Fig. 1: layout detail
Region (28, 28) to (53, 53) µm. Cells in gray, sequential cells in the stronger gray; small squares are vias.
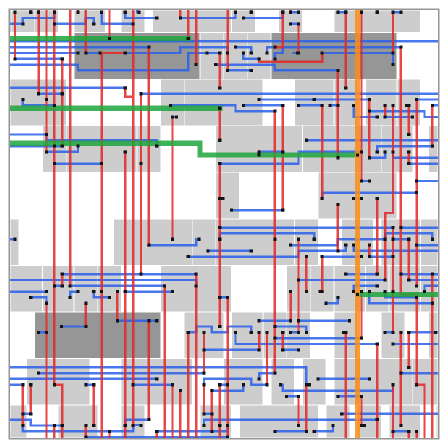
Fig. 2: cell density map
Drawn at 3 px/µm. The die is cut into 8 by 8 equal tiles; black is low, pale yellow is high, 0 to 100% covered.
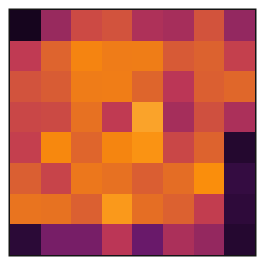
Fig. 3: cells colored by class
Drawn at 4 px/µm. Fill, decap, tap and diode cells in gray.
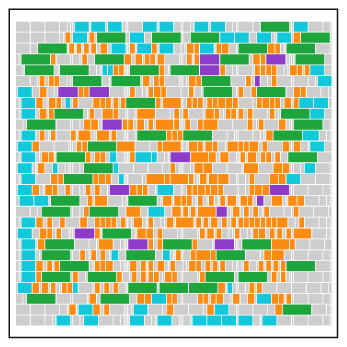
<file path="src/rtl/bitwise_unit_seq_pkg.sv">
// Shared encodings for the sequential bitwise unit: op select, FSM states,
// and a helper for sizing the slice counter.
package bitwise_unit_seq_pkg;

    localparam logic [2:0] OP_AND  = 3'd0;
    localparam logic [2:0] OP_OR   = 3'd1;
    localparam logic [2:0] OP_XOR  = 3'd2;
    localparam logic [2:0] OP_NOT  = 3'd3;
    localparam logic [2:0] OP_NAND = 3'd4;
    localparam logic [2:0] OP_NOR  = 3'd5;
    localparam logic [2:0] OP_XNOR = 3'd6;
    localparam logic [2:0] OP_PASS = 3'd7;

    localparam logic [1:0] ST_IDLE = 2'd0;
    localparam logic [1:0] ST_BUSY = 2'd1;
    localparam logic [1:0] ST_DONE = 2'd2;

    // Counter width for n slices; never below one bit so N=1 still has a register.
    function automatic int cnt_w(input int n);
        return (n > 1) ? $clog2(n) : 1;
    endfunction

endpackage

</file>
<file path="src/rtl/bitwise_unit_seq_if.sv">
// Request/response bundle for the sequential bitwise unit.
interface bitwise_unit_seq_if #(
    parameter int WIDTH = 16
);
    logic             in_valid;
    logic             in_ready;
    logic [2:0]       op;
    logic [WIDTH-1:0] a;
    logic [WIDTH-1:0] b;
    logic             out_valid;
    logic             out_ready;
    logic [WIDTH-1:0] out;
    logic             zero;

    // Producer/consumer side (drives requests, accepts results).
    modport master (
        output in_valid, op, a, b, out_ready,
        input  in_ready, out_valid, out, zero
    );

    // Unit side.
    modport slave (
        input  in_valid, op, a, b, out_ready,
        output in_ready, out_valid, out, zero
    );
endinterface

</file>
<file path="src/rtl/bitwise_slice.sv">
// Combinational CHUNK-bit bitwise op: per-bit gate primitives feeding an 8:1 op mux.
module bitwise_slice
    import bitwise_unit_seq_pkg::*;
#(
    parameter int CHUNK = 4
) (
    input  logic [2:0]       op,
    input  logic [CHUNK-1:0] a_slice,
    input  logic [CHUNK-1:0] b_slice,
    output logic [CHUNK-1:0] res
);

    logic [CHUNK-1:0] and_w;
    logic [CHUNK-1:0] or_w;
    logic [CHUNK-1:0] xor_w;
    logic [CHUNK-1:0] nota_w;

    for (genvar i = 0; i < CHUNK; i++) begin : g_bit
        and u_and (and_w[i],  a_slice[i], b_slice[i]);
        or  u_or  (or_w[i],   a_slice[i], b_slice[i]);
        xor u_xor (xor_w[i],  a_slice[i], b_slice[i]);
        not u_not (nota_w[i], a_slice[i]);
    end

    // Op select; inverted forms reuse the base gate outputs.
    always_comb begin
        res = '0;
        case (op)
            OP_AND:  res = and_w;
            OP_OR:   res = or_w;
            OP_XOR:  res = xor_w;
            OP_NOT:  res = nota_w;
            OP_NAND: res = ~and_w;
            OP_NOR:  res = ~or_w;
            OP_XNOR: res = ~xor_w;
            OP_PASS: res = a_slice;
            default: res = '0;
        endcase
    end

endmodule

</file>
<file path="src/rtl/bitwise_unit_seq.sv">
// Sequential bitwise unit: one CHUNK-bit slice per cycle, LSB slice first,
// valid/ready on both sides, zero flag accumulated across slices.
module bitwise_unit_seq
    import bitwise_unit_seq_pkg::*;
#(
    parameter int WIDTH = 16,
    parameter int CHUNK = 4
) (
    input  logic                clk,
    input  logic                reset,
    bitwise_unit_seq_if.slave   bus
);

    localparam int N  = WIDTH / CHUNK;
    localparam int CW = cnt_w(N);
    localparam logic [CW-1:0] LAST = CW'(N - 1);

    logic [1:0]                  state;
    logic [CW-1:0]               cnt;
    logic [2:0]                  op_q;
    logic [N-1:0][CHUNK-1:0]     a_q;
    logic [N-1:0][CHUNK-1:0]     b_q;
    logic [N-1:0][CHUNK-1:0]     out_q;
    logic                        zacc;
    logic                        zero_q;
    logic [CHUNK-1:0]            sl_res;
    logic                        sl_zero;

    // Handshake flags come straight from registered state.
    assign bus.in_ready  = (state == ST_IDLE);
    assign bus.out_valid = (state == ST_DONE);
    assign bus.out       = out_q;
    assign bus.zero      = zero_q;

    bitwise_slice #(.CHUNK(CHUNK)) u_slice (
        .op      (op_q),
        .a_slice (a_q[cnt]),
        .b_slice (b_q[cnt]),
        .res     (sl_res)
    );

    assign sl_zero = (sl_res == '0);

    // FSM plus datapath: capture on accept, write one slice per BUSY edge,
    // hold results in DONE until the consumer takes them.
    always_ff @(posedge clk) begin
        if (reset) begin
            state  <= ST_IDLE;
            cnt    <= '0;
            op_q   <= '0;
            a_q    <= '0;
            b_q    <= '0;
            out_q  <= '0;
            zacc   <= 1'b0;
            zero_q <= 1'b0;
        end else begin
            case (state)
                ST_IDLE: begin
                    if (bus.in_valid) begin
                        op_q  <= bus.op;
                        a_q   <= bus.a;
                        b_q   <= bus.b;
                        out_q <= '0;
                        zacc  <= 1'b1;
                        cnt   <= '0;
                        state <= ST_BUSY;
                    end
                end
                ST_BUSY: begin
                    out_q[cnt] <= sl_res;
                    zacc       <= zacc & sl_zero;
                    if (cnt == LAST) begin
                        // Final slice folds into the flag on the same edge.
                        zero_q <= zacc & sl_zero;
                        cnt    <= '0;
                        state  <= ST_DONE;
                    end else begin
                        cnt <= cnt + CW'(1);
                    end
                end
                ST_DONE: begin
                    if (bus.out_ready) state <= ST_IDLE;
                end
                default: state <= ST_IDLE;
            endcase
        end
    end

endmodule

</file>
<file path="src/flat_wrapper.sv">
// flat-port wrapper written by rule: the top's interface ports become plain ports
module bitwise_unit_seq_flat import bitwise_unit_seq_pkg::*;
#(
    parameter int WIDTH = 16,
    parameter int CHUNK = 4
)
  (clk, reset, bus_in_valid, bus_op, bus_a, bus_b, bus_out_ready, bus_in_ready, bus_out_valid, bus_out, bus_zero);
  bitwise_unit_seq_if #(.WIDTH(WIDTH)) bus_i ();
  input  logic clk;
  input  logic reset;
  input wire logic [$bits(bus_i.in_valid)-1:0] bus_in_valid;
  input wire logic [$bits(bus_i.op)-1:0] bus_op;
  input wire logic [$bits(bus_i.a)-1:0] bus_a;
  input wire logic [$bits(bus_i.b)-1:0] bus_b;
  input wire logic [$bits(bus_i.out_ready)-1:0] bus_out_ready;
  output wire logic [$bits(bus_i.in_ready)-1:0] bus_in_ready;
  output wire logic [$bits(bus_i.out_valid)-1:0] bus_out_valid;
  output wire logic [$bits(bus_i.out)-1:0] bus_out;
  output wire logic [$bits(bus_i.zero)-1:0] bus_zero;
  assign bus_i.in_valid = bus_in_valid;
  assign bus_i.op = bus_op;
  assign bus_i.a = bus_a;
  assign bus_i.b = bus_b;
  assign bus_i.out_ready = bus_out_ready;
  assign bus_in_ready = bus_i.in_ready;
  assign bus_out_valid = bus_i.out_valid;
  assign bus_out = bus_i.out;
  assign bus_zero = bus_i.zero;
  bitwise_unit_seq #(.WIDTH(WIDTH), .CHUNK(CHUNK)) u_core (.clk(clk), .reset(reset), .bus(bus_i));
endmodule
</file>
<file path="config.mk">
export PLATFORM = sky130hd
export DESIGN_NAME = bitwise_unit_seq_flat
export DESIGN_NICKNAME = d
export VERILOG_FILES = /design/src/rtl/bitwise_unit_seq_pkg.sv /design/src/rtl/bitwise_unit_seq_if.sv /design/src/rtl/bitwise_slice.sv /design/src/rtl/bitwise_unit_seq.sv /design/src/flat_wrapper.sv
export SDC_FILE = /design/constraint.sdc
export NUM_CORES = 1
export LEC_CHECK = 0
export ABC_AREA = 1
export CAP_MARGIN = 40
export CORE_UTILIZATION = 45
export DETAILED_ROUTE_END_ITERATION = 16
export GPL_TIMING_DRIVEN = 0
export PLACE_DENSITY = 0.69
export SLEW_MARGIN = 20
export SYNTH_ARGS = -nofsm -noshare
export SYNTH_HDL_FRONTEND = slang
export SYNTH_SLANG_ARGS = --single-unit
</file>
<file path="constraint.sdc">
create_clock -name clk -period 2.6 [get_ports clk]
set_input_delay 0.65 -clock clk [delete_from_list [all_inputs] [get_ports clk]]
set_output_delay 0.65 -clock clk [all_outputs]
set_load 0.05 [all_outputs]
</file>
==> results.txt <==
Reports from this run.

- The final-report setup violation count reads 0.
- The mean number of vias per cell reads 4.91.
- The maximum fanout encountered on the critical timing path reads 11.
- The switching power as a share of total power is 0.311.
- Of the total synthesized cell area, the portion taken by AND-OR and OR-AND cells is 0.138.
- The total vias in the final route is 2779.
- The number of detailed-routing iterations run before antenna repair is 4.
- The worst setup slack after layout reads 0.201 ns.
- The synthesis report lists the most area-consuming cells as dfxtp_1 40%, nand2_1 13%, nor2_1 11%, o21ai_0 7.0%, ha_1 5.3%.
- The flip-flop and latch area reads 1140 µm².
- The static leakage reads 1.60 nW.
- The sum of net half-perimeters after detailed placement reads 5190 µm.
- The cell area after placement reads 3520 µm².
- According to the I/O placement log, the pin count is 58.
- The power per unit of standard cell area reads 609 nW/µm².
- The instance count along the most critical hold path is 2.
- Once iteration 0 of detailed routing completed, the report listed 133 DRC markers.
- The total DRC errors in the routed layout reads 0.
- According to the hold report, the worst path is of the flip-flop to flip-flop type.
- The portion of total power attributed to sequential cells is 0.429.
- The number of levels the H-tree was split into reads 3.
- Hold is met by 0.465 ns.
- The total of max-cap violations is 0.
- Based on the critical path, the design can be clocked at up to 417 MHz.
- The number of hold buffers added after CTS reads 0.
- The area enclosed by the die boundary is 6680 µm².
- Setup repair after global routing left no endpoint under its margin.
- Of the synthesized area, sequential elements account for 0.399.
- Summed over all layers, the global routing overflow is 0.
- The maximum cell stage delay along the critical path reads 0.55 ns.
- The number of placed cells counting well taps reads 552.
- The number of antenna violations at the first check in global routing reads 0.
- The first global-routing pass estimated 11600 µm of wire.
- The destination of the worst register-to-register timing path is u_core.bus.zero$_SDFFE_PP0P_.
- The yosys synthesis warning count reads 0.
- Per the timing report, the most critical flop-to-flop path originates at u_core.cnt[1]$_SDFFE_PP0P_.
- In the detailed route, the total length drawn on met2 is 3050 µm.
- STA puts the critical path data arrival time at 2.68 ns.
- The largest vdd supply drop reads 0.000445 V.
- The signal on the critical path passes through inv_2 > buf_6 > a32oi_1 > inv_1 > ha_1 > inv_1 > o21ai_0 > inv_1 > nor2_1 > nand2_1 > nand2_1 > nand2_1 > nor2_2 > nor2_1 > nor2_1.
- The transition time recorded at the tightest slew-check pin is 0.501 ns.
- The number of global-route vias before repair was 2509.
- According to the timing report, the data required time at the worst endpoint equals 2.88 ns.
- The synthesized net count reads 471.
- The final layout net count reads 538.
- The combinational share of power reads 0.230.
- TritonCTS built the clock tree.
- The top flip-flop cell by instance count after synthesis reads dfxtp_1.
- The number of clock sinks seen by CTS reads 57.
- The clock-pin slew of the registers on the worst-case setup and hold paths reads 0.06 ns.
- The uppermost signal routing layer after detailed routing reads met4.
- The area of the synthesized netlist per yosys stat reads 2860 µm².
- The pin count of the biggest net entering global routing reads 21.
- The design draws 2.25 mW.
- The ratio of cells with drive above 1 in the final layout reads 0.0896.
- The number of hold violations in the final report reads 0.
- The largest combinational cell category by area reads simple AND/OR/NAND/NOR gates.
- The die outline height reads 81.7 µm.
- A synthesized cell averages 6.81 µm².
- The logic area is 1450 µm².
- The all-layer global routing usage is 0.230.
- OpenSTA, run right after detailed placement, puts the worst setup slack at -0.146 ns.
- The reg2reg setup slack is 0.20 ns.
- The worst-case reg-to-reg path depth is 15.
- The number of filler cells placed in the layout reads 606.
- Clock latency on the worst-skew pair, taken at its later pin, is 0.34 ns.
- The post-synthesis adder-cell area fraction reads 0.0525.
- Per the detailed-route log, wirelength across all metal layers totals 6910 µm.
- The commonest cells after synthesis are 97 x nand2_1, 81 x nor2_1, 57 x dfxtp_1.
- The setup path with the least slack is of type flip-flop to flip-flop.
- The run finished with clean final reports.
- The simple logic cell fraction of the synthesized area reads 0.315.
- The setup skew after layout is 0.00849 ns.
- The post-route antenna net violation count is 0.
- The power report attributes to the clock group a share of 0.341.
- The number of distinct standard cells referenced by the synthesized netlist reads 26.
- The count of instantiated cells in the yosys netlist is 420.
- The final weighted congestion in routability-driven placement reads 0.813.
- The net switching power in the latest report is 0.700 mW.
- The routed length per placed instance reads 12.2 µm.
- The layout overhead on the synthesized area reads 29.5%.
- The design internal power reads 1.55 mW.
- The routed metal-1 wirelength is 3500 µm.
- Pins over their slew limit in the final report were tallied at 0.
- The count of cells in the finished layout, fillers not included, comes to 566.
- The deepest clock path buffer count is 2.
- The portion of netlist area occupied by mux cells is 0.
- The cell at the root of the clock tree reads clkbuf_8.
- The number of warnings in the stage logs reads 33.
- The wire length on met3 reads 260 µm.
- In this run, synthesis produced a sequential element count of 57.
- The most instantiated library cell after synthesis reads nand2_1.
- The setup TNS is 0 ns.
- The number of buffer and inverter instances along the worst setup path is 5.
- The top-area cell type share of the netlist area reads 0.399.
- The number of I/O port buffers reads 57.
- The cell count after synthesis reads 420.
- In this design, the largest share of critical-path delay is due to simple AND/OR/NAND/NOR gates.
- The post-synthesis cell area reads 2860 µm².
- The worst-case hold path end point is u_core.bus.out[10]$_SDFFE_PP0P_.
- The number of clock buffers added by TritonCTS is 9.
- The die span in x reads 81.7 µm.
- The slowest cell on the critical path is dfxtp_1.
- The start point of the worst hold path reads u_core.bus.out[10]$_SDFFE_PP0P_.
- The async set-reset flop share out of synthesis reads 0.
- The synthesized design spends more area on one cell type than any other, namely dfxtp_1.
- The slew check shows that the tightest pin keeps a relative margin of 0.665.
- STA classifies the critical path endpoint as a flip-flop.
- The repair_antennas step left the layout with diodes totalling 0.
- STA classifies the critical path startpoint as a flip-flop.
- The count of library flops with an enable pin is 0.
- Post-route period utilization is reported as 0.923.
- The synthesized-area fraction occupied by xor and xnor cells is 0.
- The minimum clock period reads 2.40 ns.
About Fig. 1:
Key: blue = M1; orange = M4; red = M2; green = M3
Most frequent: inv_1 (11), nand2_1 (9), ha_1 (7). 59 logic cells have their middle in the window. Sequential cells in the window: 3.

About Fig. 2:
The mean over all tiles is 54%. The densest ninth of the die: middle. The fullest tile reaches 80%. 6.2% of the tiles are over 75% full. The emptiest ninth of the die: bottom right.
core area: 6030 µm²
final standard cell utilization of the core: 0.614
starting utilization of the core area: 0.474

About Fig. 3:
Key: cyan = remaining buffers and delay cells [cells 74]; purple = clock drivers and dummy loads [cells 15]; green = registers [cells 57]; orange = remaining logic cells [cells 345]
fraction of area in registers: 0.308
FP Rows: 28
final instance area: 3700 µm²

[layout by cell type (no fill, tap or decap)]
cell type        count
nand4_1              6
a211oi_1             1
buf_2                3
dfxtp_1             57
buf_6                4
buf_4                1
nand2_1             97
ha_1                12
clkbuf_8            12
nand3b_1             3
o21ai_0             40
clkbuf_1            10
nor2_2               2
nand3_1             13
or2_1                1
inv_2                9
clkinvlp_4           1
clkinv_2             1
nor2_1              81
inv_1               33
a21oi_1             26
clkinv_1             1
a32oi_1              4
nand3_2              5
o211ai_1             1
clkdlybuf4s50_1     57
nand2_2              5
or2_0                1
o21ai_1              3
inv_4                1
[worst max-delay path by stage]
stage                                    start                            to  slack (ns)  cells past startpoint
finish              u_core.cnt[1]$_SDFFE_PP0P_  u_core.bus.zero$_SDFFE_PP0P_        0.20                     15
global route        u_core.cnt[1]$_SDFFE_PP0P_  u_core.bus.zero$_SDFFE_PP0P_        0.03                     15
CTS                 u_core.cnt[1]$_SDFFE_PP0P_  u_core.bus.zero$_SDFFE_PP0P_        0.22                     15
detailed placement  u_core.cnt[0]$_SDFFE_PP0P_  u_core.bus.zero$_SDFFE_PP0P_       -0.15                     17
global placement    u_core.cnt[0]$_SDFFE_PP0P_  u_core.bus.zero$_SDFFE_PP0P_       -0.08                     17
floorplan           u_core.cnt[0]$_SDFFE_PP0P_  u_core.bus.zero$_SDFFE_PP0P_        0.42                     17
[power groups by stage]
| stage | combinational, mW | clock [mW] | sequential [mW] |
|---|---|---|---|
| after global routing | 0.588 | 0.818 | 0.974 |
| final | 0.518 | 0.768 | 0.967 |
| after global placement | 0.511 | 0 | 0.985 |
| after floorplan | 0.335 | 0 | 0.999 |
| after CTS | 0.519 | 0.778 | 0.967 |
| after detailed placement | 0.519 | 0 | 0.986 |
[final cells by class]
cell class	count	share of cell area
Buffer	17	0.0274
Clock buffer	13	0.0456
Clock inverter	2	0.00338
Inverter	44	0.0453
Multi-Input combinational cell	301	0.390
Sequential cell	57	0.308
Tap cell	75	0.0254
Timing Repair Buffer	57	0.154
[cell families (layout without fill, tap and decap cells)]
family,Yosys count,count (layout)
fa+ha+maj,12,12
simple gates,214,214
buf+inv,62,133
flops,57,57
compound gates,75,75
[timing repair]
item	CTS	global route
gates resized	0	0
endpoints found under the setup margin	8	0
buffers inserted	0	0
[registers in the layout, indices dropped and copies added, names as in the netlist]
signal           cells
u_core.a_q          16
u_core.b_q          16
u_core.bus.out      16
u_core.bus.zero      1
u_core.cnt           2
u_core.op_q          3
u_core.state         2
u_core.zacc          1
[metal layers]
layer  track usage  up-vias
met5             0        -
met4        0.0807        0
met3        0.0567       11
met2         0.344       52
met1         0.319     1248
li1              -     1468
[worst reg2reg max path: stages (launching register included)]
cell,delay [ns]
dfxtp_1,0.55
inv_2,0.12
buf_6,0.17
a32oi_1,0.31
inv_1,0.08
ha_1,0.28
inv_1,0.04
o21ai_0,0.15
inv_1,0.05
nor2_1,0.08
nand2_1,0.05
nand2_1,0.10
nand2_1,0.09
nor2_2,0.15
nor2_1,0.06
nor2_1,0.08
Power and IR drop assume default switching activity.
